[src/rtl/spi_slave_rx.sv]
// SPI receive endpoint: synchronises sclk/mosi/cs_n into clk, deserialises MSB-first words
// into a first-word-fall-through FIFO. Optional macro SPI_SLAVE_RX_BYTE_CNT_EN adds frame_word_cnt.
module spi_slave_rx #(
  parameter int DATA_WIDTH = 8,
  parameter int FIFO_DEPTH = 16,
  parameter int ADDR_WIDTH = 4
) (
  input  logic                  clk,
  input  logic                  rst_n,
  input  logic                  sclk,
  input  logic                  mosi,
  input  logic                  cs_n,
  input  logic                  cpol,
  input  logic                  cpha,
  output logic [DATA_WIDTH-1:0] rx_data,
  output logic                  rx_valid,
  input  logic                  rx_ready,
  output logic                  rx_overflow,
  input  logic                  ovf_clr,
  output logic                  frame_err,
  output logic                  busy
`ifdef SPI_SLAVE_RX_BYTE_CNT_EN
  ,
  output logic [15:0]           frame_word_cnt
`endif
);

  localparam int                CNT_W    = (DATA_WIDTH > 1) ? $clog2(DATA_WIDTH) : 1;
  localparam logic [CNT_W-1:0]  LAST_BIT = CNT_W'(DATA_WIDTH - 1);
  localparam logic [ADDR_WIDTH:0] FULL_CNT = (ADDR_WIDTH + 1)'(FIFO_DEPTH);

  typedef enum logic [1:0] {
    WAIT_IDLE = 2'd0,
    IDLE      = 2'd1,
    ACTIVE    = 2'd2
  } state_t;

  state_t state, state_next;

  logic sclk_p0, sclk_p1, sclk_p2;
  logic cs_n_p0, cs_n_p1, cs_n_p2;
  logic mosi_p0, mosi_p1;
  logic [1:0] prime_cnt;
  logic primed;

  logic sclk_rise, sclk_fall, cs_fall, cs_rise, sample_edge;
  logic cpol_lat, cpha_lat;
  logic frame_start, frame_end, shift_en, word_done, partial_abort;

  logic [CNT_W-1:0]      bit_cnt;
  logic [DATA_WIDTH-1:0] shift_reg;
  logic [DATA_WIDTH-1:0] word;

  logic [DATA_WIDTH-1:0] mem [FIFO_DEPTH];
  logic [ADDR_WIDTH-1:0] wr_ptr, rd_ptr;
  logic [ADDR_WIDTH:0]   count;
  logic push, pop, full, push_ok;

  // ---- stage p0/p1: 2-FF synchronisers; p2: edge-detect history ----
  always_ff @(posedge clk or negedge rst_n) begin
    if (!rst_n) begin
      sclk_p0 <= 1'b0;
      sclk_p1 <= 1'b0;
      sclk_p2 <= 1'b0;
      mosi_p0 <= 1'b0;
      mosi_p1 <= 1'b0;
      cs_n_p0 <= 1'b1;
      cs_n_p1 <= 1'b1;
      cs_n_p2 <= 1'b1;
    end else begin
      sclk_p0 <= sclk;
      sclk_p1 <= sclk_p0;
      sclk_p2 <= sclk_p1;
      mosi_p0 <= mosi;
      mosi_p1 <= mosi_p0;
      cs_n_p0 <= cs_n;
      cs_n_p1 <= cs_n_p0;
      cs_n_p2 <= cs_n_p1;
    end
  end

  // The cs_n chain resets to 1, so it only reflects the pin after two clocks;
  // leaving WAIT_IDLE earlier would let us join a frame already in progress.
  always_ff @(posedge clk or negedge rst_n) begin
    if (!rst_n)
      prime_cnt <= 2'd0;
    else if (!prime_cnt[1])
      prime_cnt <= prime_cnt + 2'd1;
  end

  assign primed      = prime_cnt[1];
  assign sclk_rise   =  sclk_p1 & ~sclk_p2;
  assign sclk_fall   = ~sclk_p1 &  sclk_p2;
  assign cs_fall     = ~cs_n_p1 &  cs_n_p2;
  assign cs_rise     =  cs_n_p1 & ~cs_n_p2;
  assign sample_edge = (cpol_lat ^ cpha_lat) ? sclk_fall : sclk_rise;
  assign word        = {shift_reg[DATA_WIDTH-2:0], mosi_p1};

  // ---- FSM ----
  always_ff @(posedge clk or negedge rst_n) begin
    if (!rst_n)
      state <= WAIT_IDLE;
    else
      state <= state_next;
  end

  always_comb begin
    state_next = state;
    case (state)
      WAIT_IDLE: if (primed && cs_n_p1) state_next = IDLE;
      IDLE:      if (cs_fall)           state_next = ACTIVE;
      ACTIVE:    if (cs_rise)           state_next = IDLE;
      default:                          state_next = WAIT_IDLE;
    endcase
  end

  // cs_n rise takes priority over a coincident sample edge.
  always_comb begin
    busy          = (state == ACTIVE);
    frame_start   = (state == IDLE) && cs_fall;
    frame_end     = (state == ACTIVE) && cs_rise;
    shift_en      = (state == ACTIVE) && !cs_rise && sample_edge;
    word_done     = shift_en && (bit_cnt == LAST_BIT);
    partial_abort = frame_end && (bit_cnt != '0);
  end

  // ---- deserialiser ----
  always_ff @(posedge clk or negedge rst_n) begin
    if (!rst_n) begin
      cpol_lat  <= 1'b0;
      cpha_lat  <= 1'b0;
      bit_cnt   <= '0;
      shift_reg <= '0;
      frame_err <= 1'b0;
    end else begin
      frame_err <= partial_abort;
      if (frame_start) begin
        cpol_lat <= cpol;
        cpha_lat <= cpha;
        bit_cnt  <= '0;
      end else if (frame_end) begin
        bit_cnt <= '0;
      end else if (shift_en) begin
        shift_reg <= word;
        bit_cnt   <= word_done ? '0 : bit_cnt + 1'b1;
      end
    end
  end

  // ---- receive FIFO ----
  assign push    = word_done;
  assign pop     = rx_valid && rx_ready;
  assign full    = (count == FULL_CNT);
  assign push_ok = push && (!full || pop);

  always_ff @(posedge clk) begin
    if (push_ok)
      mem[wr_ptr] <= word;
  end

  always_ff @(posedge clk or negedge rst_n) begin
    if (!rst_n) begin
      wr_ptr      <= '0;
      rd_ptr      <= '0;
      count       <= '0;
      rx_overflow <= 1'b0;
    end else begin
      if (push_ok)
        wr_ptr <= wr_ptr + 1'b1;
      if (pop)
        rd_ptr <= rd_ptr + 1'b1;
      case ({push_ok, pop})
        2'b10:   count <= count + 1'b1;
        2'b01:   count <= count - 1'b1;
        default: count <= count;
      endcase
      if (push && full && !pop)
        rx_overflow <= 1'b1;
      else if (ovf_clr)
        rx_overflow <= 1'b0;
    end
  end

  assign rx_valid = (count != '0);
  assign rx_data  = rx_valid ? mem[rd_ptr] : '0;

`ifdef SPI_SLAVE_RX_BYTE_CNT_EN
  function automatic logic [15:0] sat_inc16(input logic [15:0] v);
    return (v == 16'hFFFF) ? v : v + 16'd1;
  endfunction

  // Counts push attempts, so dropped words are included.
  always_ff @(posedge clk or negedge rst_n) begin
    if (!rst_n)
      frame_word_cnt <= 16'd0;
    else if (frame_start)
      frame_word_cnt <= 16'd0;
    else if (word_done)
      frame_word_cnt <= sat_inc16(frame_word_cnt);
  end
`endif

endmodule

[config.mk]
export PLATFORM = sky130hd
export DESIGN_NAME = spi_slave_rx
export DESIGN_NICKNAME = d
export VERILOG_FILES = /design/src/rtl/spi_slave_rx.sv
export SDC_FILE = /design/constraint.sdc
export NUM_CORES = 1
export LEC_CHECK = 0
export ABC_AREA = 0
export CORE_UTILIZATION = 58
export DETAILED_ROUTE_END_ITERATION = 8
export GPL_ROUTABILITY_DRIVEN = 0
export PLACE_DENSITY = 0.79
export SYNTH_ARGS = -nofsm -noshare
export SYNTH_HDL_FRONTEND = slang
export SYNTH_SLANG_ARGS = --single-unit
[constraint.sdc]
create_clock -name clk -period 4.16 [get_ports clk]
set_input_delay 0.416 -clock clk [delete_from_list [all_inputs] [get_ports clk]]
set_output_delay 0.416 -clock clk [all_outputs]
set_load 0.02 [all_outputs]
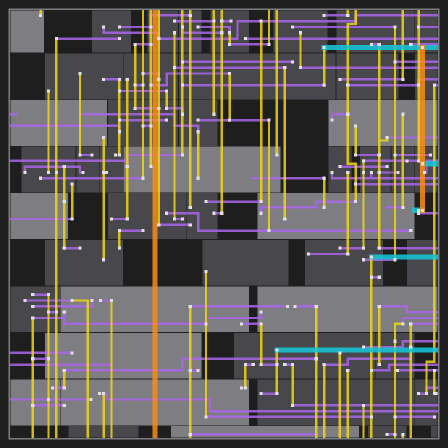
*Zoomed window, run 1*
Region (15, 70) to (40, 95) µm. Cells in grey, sequential cells in the stronger grey; small squares are vias.
Cyan is metal 3. Yellow is metal 2. Orange is metal 4. Purple is metal 1.
37 logic cells have their middle in the window. Most frequent: ha_1 (5), dfrtp_1 (5), inv_1 (4). Sequential cells in the window: 8. Netlist names of flops here include mem (3), bit_cnt (2).

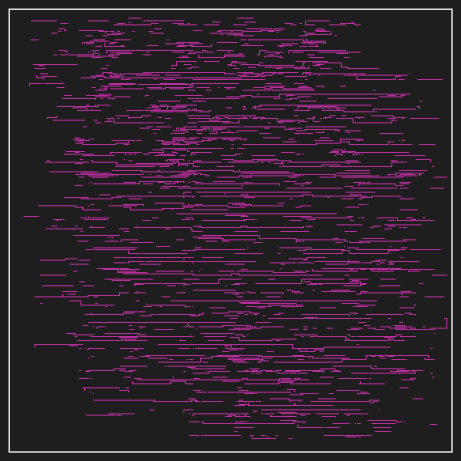
*The metal 1 layer, run 1*
(4 px per µm)
The longest straight run is 51.5 µm. The wires run mostly horizontal. The layer carries 5,340 µm of wire.

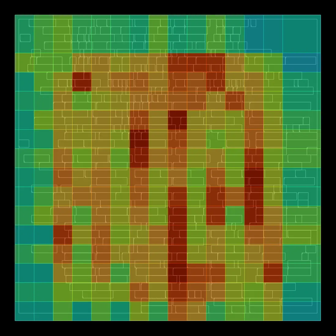
*Congestion heat map, run 1*
met2 Usage GRT: 36.4%
met1 GRT Util: 31.1%

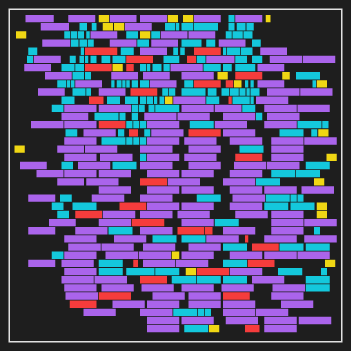
*Placed cells, one colour a class, run 1*
(3 px per µm)
Red is clock drivers and dummy loads, cells 32, share of their area 8.7%. Cyan is combinational and other logic, cells 159, share of their area 24%. Yellow is other buffers and delay cells, cells 24, share of their area 3.0%. Purple is flops, cells 167, share of their area 64%.

==> results.toml, run 1 <==
# generated from flow reports
[yosys]
syn_nets = 356
ys_types = 48
area_leaders = "edfxtp_1 (56%), dfrtp_1 (13%), mux4_2 (13%), ha_1 (1.7%), and3_1 (1.5%)"
synth_stat.cells = 338
top_area_share_pct = 56.5
synthCells = 338
yosysTopAreaCell = "edfxtp_1"
ys_chip_area_um2 = 6800

[cells_and_area]
antennaDiodeCount = 0
fin_cells = 525
fin_area_um2 = 7720
fill_cells = 719
area_delta_synth_final_pct = 13.5
layout_top_cells = "edfxtp_1 (128), mux4_2 (39), dfrtp_1 (35)"
drive_above_1_share_pct = 24.3
final_core_util_pct = 67.6

[die]
num_rows = 39
coreArea_um2 = 11400
chipArea_um2 = 12200
die.size.y_um = 110

[sta]
max_freq_ghz = 0.275
maxSlewHeadroom_pct = 42.0
timing.final.crit_period_ns = 3.64
finalWorstSetupSlack_ns = 0.519
fin_hold_ws_ns = 0.106
hold_viol = 0

[clocking]
cts_tree = "done"
cts_resized = 0
worstSkewPairLatency_ns = 0.42
cts_buffers = 17
cts.sinks = 167

[global_routing]
grt_pass1_vias = 3281
grt.overflow.total = 0
top_usage_layer = "met2"
grt_usage_pct = 23.1
antenna_found_initial = 0
grtUsageMet3_pct = 6.00
grt_max_degree = 40

[power]
total_power_mw = 3.74
seq_power_share_pct = 50.7
intPower_mw = 3.00
power.leakage_nw = 2.77
sw_frac_of_total_pct = 19.8
max-vdd-ir-drop_mv = 0.290
pwr-share-comb_pct = 3.1
clkPwrFrac_pct = 46.2
cellPowerDensity_nw_per_um2 = 485
switchingPower_uw = 740

[worst_setup_path]
rrSetupSlack_ns = 1.22
crit_slowest_cell = "dfrtp_2"
crit_buf_inv = 2
cpMostUsedCell = "mux4_2"
startpoint = "rd_ptr[0]"
cp-start-kind = "flop"
critical_path.max_fanout = 18
path_class = "reg2out"
crit_path_end_kind = "primary output"
cp_data_required_time_ns = 3.74

[job]
warnings = 30

[drt]
route.detailed.drc = 0
ant_nets = 0
wl_per_cell_um = 24.0
dr_wl_met2_um = 6350
drtIter0Drc = 248
vias = 3214
dr.pass1.iters = 5

[placed_design]
place_ws_ns = 0.882
port_buffers = 20
place_inst = 493

[outcome]
outcome = "complete, no violations"
run 1: Yosys cell counts (all sizes together):
cell type  count
dfrtp         36
inv            7
nor3           3
edfxtp       128
dfstp          3
or4            2
mux4          40
nand2          8
mux2i          2
o22ai          1
a22oi          2
clkbuf         2
xnor2         11
a22o           2
and2           1
and4b          1
ha             9
mux2          12
o21ai          3
nor2           4
nor4           1
nor3b          3
nand4b         1
xor2           2
nor2b         12
a21oi          3
nand4          2
nand2b         5
a211oi         1
a31oi          1
nand3          1
or2            2
buf           10
and3          16
a21o           1
run 1: logic make-up after synthesis:
kind of cell | synth area share, %
simple gates | 5.90
buf+inv | 2.46
fa+ha+maj | 1.66
xor+xnor | 1.67
compound gates | 1.78
mux | 15.6
flops | 70.9
run 1: area by class of cell:
type	instances	area (µm²)	share of cell area, %
tap	143	179	2.32
inverter	7	26.3	0.340
clock inverter	11	195	2.53
clock buffer	21	460	5.96
multi-input combinational	152	1810	23.5
sequential	167	4820	62.5
timing repair buffer	24	225	2.92
run 1: worst reg2reg max path, cell delays in order, from the launching register on:
cell	delay [ns]
dfstp_2	0.52
nand2b_1	0.21
and3_1	0.34
nor3b_4	0.78
and3_1	0.71
run 1: power groups by stage:
stage                     sequential (mW)  combinational [mW]  clock [mW]
after floorplan                      1.91              0.0825           0
after global placement               1.93               0.110           0
after detailed placement             1.93               0.115           0
after CTS                            1.90               0.118        1.74
after global routing                 1.91               0.127        1.81
final                                1.90               0.117        1.73
run 1: worst paths after layout:
| check | to | cells past startpoint |
|---|---|---|
| setup / recovery | rx_data[2] | 5 |
| hold / removal | count[2] | 1 |
| setup reg to reg | mem[1][5] | 4 |
| hold reg to reg | mosi_p1 | 0 |
| max in group asynchronous | rd_ptr[0] | 1 |
| min in group clk | mosi_p1 | 0 |
--- run 2 (diff from run 1) ---
--- a/config.mk
+++ b/config.mk
@@ -10,6 +10,7 @@
 export DETAILED_ROUTE_END_ITERATION = 8
 export GPL_ROUTABILITY_DRIVEN = 0
 export PLACE_DENSITY = 0.79
+export SLEW_MARGIN = 20
 export SYNTH_ARGS = -nofsm -noshare
 export SYNTH_HDL_FRONTEND = slang
 export SYNTH_SLANG_ARGS = --single-unit
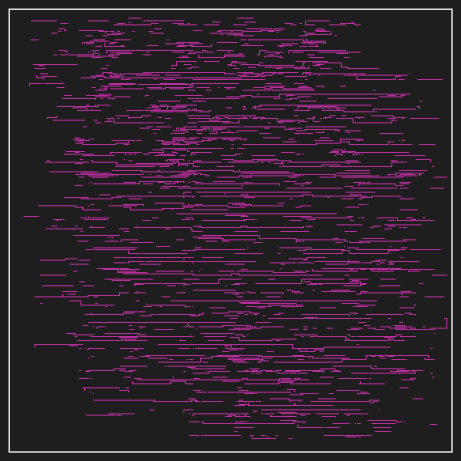
*The metal 1 layer, run 2*
(4 px per µm)
367 nets have wire on it. The longest straight run is 51.5 µm.

==> results.toml, run 2 <==
# generated from flow reports
[worst_setup_path]
crit_path_end_kind = "primary output"
cp_data_required_time_ns = 3.74
path_class = "reg2out"
critical_path.max_fanout = 18

[placed_design]
place_inst = 493
port_buffers = 20

[power]
max-vdd-ir-drop_mv = 0.290
clkPwrFrac_pct = 46.2
switchingPower_uw = 740
intPower_mw = 3.00
seq_power_share_pct = 50.7
sw_frac_of_total_pct = 19.8
cellPowerDensity_nw_per_um2 = 485

[global_routing]
antenna_found_initial = 0
grt_usage_pct = 23.1
grt_max_degree = 40
grt_pass1_vias = 3281

[drt]
dr.pass1.iters = 5
ant_nets = 0
drtIter0Drc = 248

[yosys]
synth-edff-count = 128
synth_stat.cells = 338
yosysMostFrequentCell = "edfxtp_1"
synth-main-ff-cell = "edfxtp_1"

[sta]
hold_viol = 0
max_freq_ghz = 0.275
maxSlewHeadroom_pct = 42.0
finalWorstSetupSlack_ns = 0.519

[clocking]
cts.sinks = 167
cts_resized = 0
worstSkewPairLatency_ns = 0.42

[cells_and_area]
comb_area_um2 = 1810
fill_cells = 719
antennaDiodeCount = 0
final_core_util_pct = 67.6
drive_above_1_share_pct = 24.3
layout_top_cells = "edfxtp_1 (128), mux4_2 (39), dfrtp_1 (35)"

[die]
die.size.y_um = 110
chipArea_um2 = 12200
num_rows = 39

[job]
warnings = 30

[outcome]
outcome = "complete, no violations"
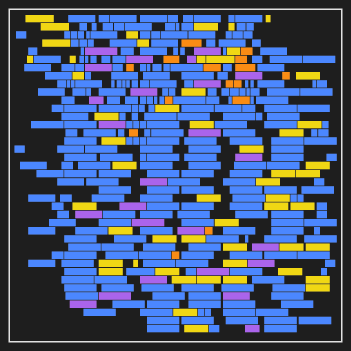
*Cell sizes after repair, run 2*
(3 px per µm)
Blue is _0 and _1 cells, cells 289, share 76%, most used edfxtp_1. Orange is _3 and _4 cells, cells 15, share 3.9%, most used buf_4. Yellow is _2 cells, cells 53, share 14%, most used mux4_2. Purple is _6 and larger, cells 25, share 6.5%, most used clkbuf_16.

## run 2: cell counts in the layout (fill, tap and decap cells not counted)
Identical to the previous run, type by type.
## run 2: layer usage
layer	up-vias	track usage, %	wire (µm)
met2	113	36.4	6350
met4	0	9.02	210
met5	-	0	0
li1	1405	-	-
met3	18	6.00	708
met1	1678	31.1	5340
## run 2: final cells by class
class | instances | area share [%]
Sequential cell | 167 | 62.5
Clock inverter | 11 | 2.53
Timing Repair Buffer | 24 | 2.92
Inverter | 7 | 0.340
Multi-Input combinational cell | 152 | 23.5
Tap cell | 143 | 2.32
Clock buffer | 21 | 5.96
## run 2: power groups by stage
| stage | clock, mW | sequential, mW | combinational (mW) |
|---|---|---|---|
| 6_report | 1.73 | 1.90 | 0.117 |
| 3_5_place_dp | 0 | 1.93 | 0.115 |
| 5_1_grt | 1.81 | 1.91 | 0.127 |
| 3_3_place_gp | 0 | 1.93 | 0.110 |
| 2_1_floorplan | 0 | 1.91 | 0.0825 |
| 4_1_cts | 1.74 | 1.90 | 0.118 |
## run 2: logic make-up (layout without fill, tap and decap cells)
group	Yosys count	after routing	share of synthesized area [%]
simple gates	62	62	5.90
compound gates	14	14	1.78
xor+xnor	13	13	1.67
mux	54	54	15.6
buf+inv	19	63	2.46
flops	167	167	70.9
fa+ha+maj	9	9	1.66
## run 2: worst paths after layout
path / to / depth (start not counted) / start / slack, ns
min: count[2] / 1 / rst_n / 0.11
min reg2reg: mosi_p1 / 0 / mosi_p0 / 0.35
max reg2reg: mem[1][5] / 4 / cs_n_p2 / 1.22
min in group clk: mosi_p1 / 0 / mosi_p0 / 0.35
max: rx_data[2] / 5 / rd_ptr[0] / 0.52
max in group asynchronous: rd_ptr[0] / 1 / rst_n / 3.46
### Congestion heat map, run 2

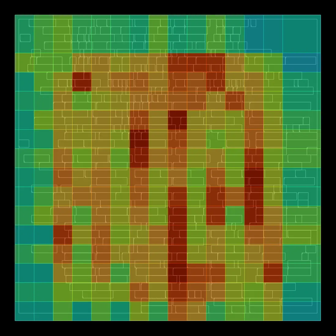

--- run 3 (diff from run 2) ---
--- a/config.mk
+++ b/config.mk
@@ -9,6 +9,7 @@
 export CORE_UTILIZATION = 58
 export DETAILED_ROUTE_END_ITERATION = 8
 export GPL_ROUTABILITY_DRIVEN = 0
+export MAX_ROUTING_LAYER = met4
 export PLACE_DENSITY = 0.79
 export SLEW_MARGIN = 20
 export SYNTH_ARGS = -nofsm -noshare
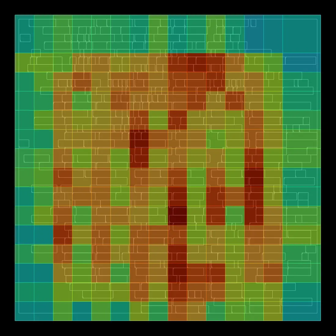
*Congestion heat map, run 3*
Tot GR Track Use: 23.8%
met2 Usage GRT: 36.1%
drt wl/cell: 23.8 µm

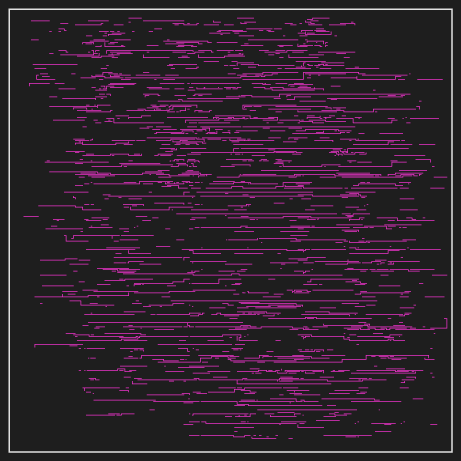
*The metal 1 layer, run 3*
(4 px per µm)
The longest straight run is 51.5 µm. 367 nets have wire on it.

==> results.toml, run 3 <==
# generated from flow reports
[outcome]
outcome = "complete, no violations"

[cells_and_area]
fin_area_um2 = 7720
final_core_util_pct = 67.6
layout_top_cells = "edfxtp_1 (128), mux4_2 (39), dfrtp_1 (35)"
antennaDiodeCount = 0
area_delta_synth_final_pct = 13.5
drive_above_1_share_pct = 24.3
fin_cells = 525
largest_register_ffs = 128

[global_routing]
grt_pass1_wl_um = 19000
grt_pass1_vias = 3296
grt.overflow.total = 0
grt_max_degree = 40
antenna_found_initial = 0

[clocking]
cts_resized = 0
cts_buffers = 17
cts.sinks = 167
cts_tree = "done"
post_cts_buffers = 0
cts_hold_buf = 0
worstSkewPairLatency_ns = 0.42

[yosys]
synthCells = 338
synth-main-ff-cell = "edfxtp_1"
ys_chip_area_um2 = 6800
yosysMostFrequentCell = "edfxtp_1"
synthTopCellsByCount = "edfxtp_1 (128), mux4_2 (39), dfrtp_1 (36), and3_1 (16), nor2b_1 (12)"
synth_stat.cells = 338
top_area_share_pct = 56.5
ys_types = 48
area_leaders = "edfxtp_1 (56%), dfrtp_1 (13%), mux4_2 (13%), ha_1 (1.7%), and3_1 (1.5%)"
yosysTopAreaCell = "edfxtp_1"
async_reset_ff_share_pct = 23.4
synth-seq-cells = 167
synth-edff-count = 128
syn_nets = 356

[power]
total_power_mw = 3.74
power.leakage_nw = 2.77
max-vdd-ir-drop_mv = 0.290
cellPowerDensity_nw_per_um2 = 484

[die]
die.size.y_um = 110
num_rows = 39
coreArea_um2 = 11400
chipArea_um2 = 12200
fp.dieW_um = 110

[sta]
tns_ns = 0
fin_hold_ws_ns = 0.108
finalWorstSetupSlack_ns = 0.508
hold_viol = 0
max_freq_ghz = 0.274
timing.final.crit_period_ns = 3.65
maxSlewHeadroom_pct = 41.8

[worst_setup_path]
path_class = "reg2out"
rr_worst_depth = 4
critical_path.max_fanout = 18
cp_data_required_time_ns = 3.74
cp-start-kind = "flop"
crit_path_end_kind = "primary output"
rrSetupSlack_ns = 1.27

[drt]
route.detailed.drc = 0
ant_nets = 0
dr.pass1.iters = 4
vias = 3211
drtIter0Drc = 238

[placed_design]
port_buffers = 20
dp_hpwl_um = 7350
place_inst = 493
placed_area_um2 = 7070
place_ws_ns = 0.882

[job]
warnings = 30
## run 3: cell counts after synthesis
Identical to the previous run, type by type.
## run 3: cells by family after synthesis
| logic type | after synthesis | synth area share, % |
|---|---|---|
| compound gates | 14 | 1.78 |
| xor+xnor | 13 | 1.67 |
| fa+ha+maj | 9 | 1.66 |
| buf+inv | 19 | 2.46 |
| flops | 167 | 70.9 |
| mux | 54 | 15.6 |
| simple gates | 62 | 5.90 |
## run 3: path summary, 6_finish.rpt
check / startpoint / end
min in group clk: mosi_p0 / mosi_p1
worst min register to register: mosi_p0 / mosi_p1
max in group asynchronous: rst_n / rd_ptr[0]
worst min-delay path: rst_n / count[2]
worst max-delay path: rd_ptr[0] / rx_data[2]
worst max register to register: cs_n_p2 / mem[2][5]
## run 3: cell type report
cell class | instances | area, µm²
sequential | 167 | 4820
timing repair buffer | 24 | 225
inverter | 7 | 26.3
multi-input combinational | 152 | 1810
tap | 143 | 179
clock inverter | 11 | 195
clock buffer | 21 | 460
fill | 719 | 3690
## run 3: critical path, stage by stage (launching register included)
cell	delay, ns
dfrtp_2	0.74
buf_4	0.38
mux4_2	0.54
mux4_2	0.47
nor2b_1	0.14
clkdlybuf4s50_1	0.54
## run 3: per-layer routing
layer | track usage (%) | wire length [µm]
met1 | 31.0 | 5190
met2 | 36.1 | 6400
met3 | 5.82 | 703
met4 | 10.1 | 228
met5 | - | 0
## run 3: power by group
| group | internal, mW | switching (mW) |
|---|---|---|
| Sequential | 1.85 | 0.0510 |
| Clock | 1.10 | 0.628 |
| Combinational | 0.0571 | 0.0593 |
Power figures rest on the tool's default switching activity, not on a simulated workload.
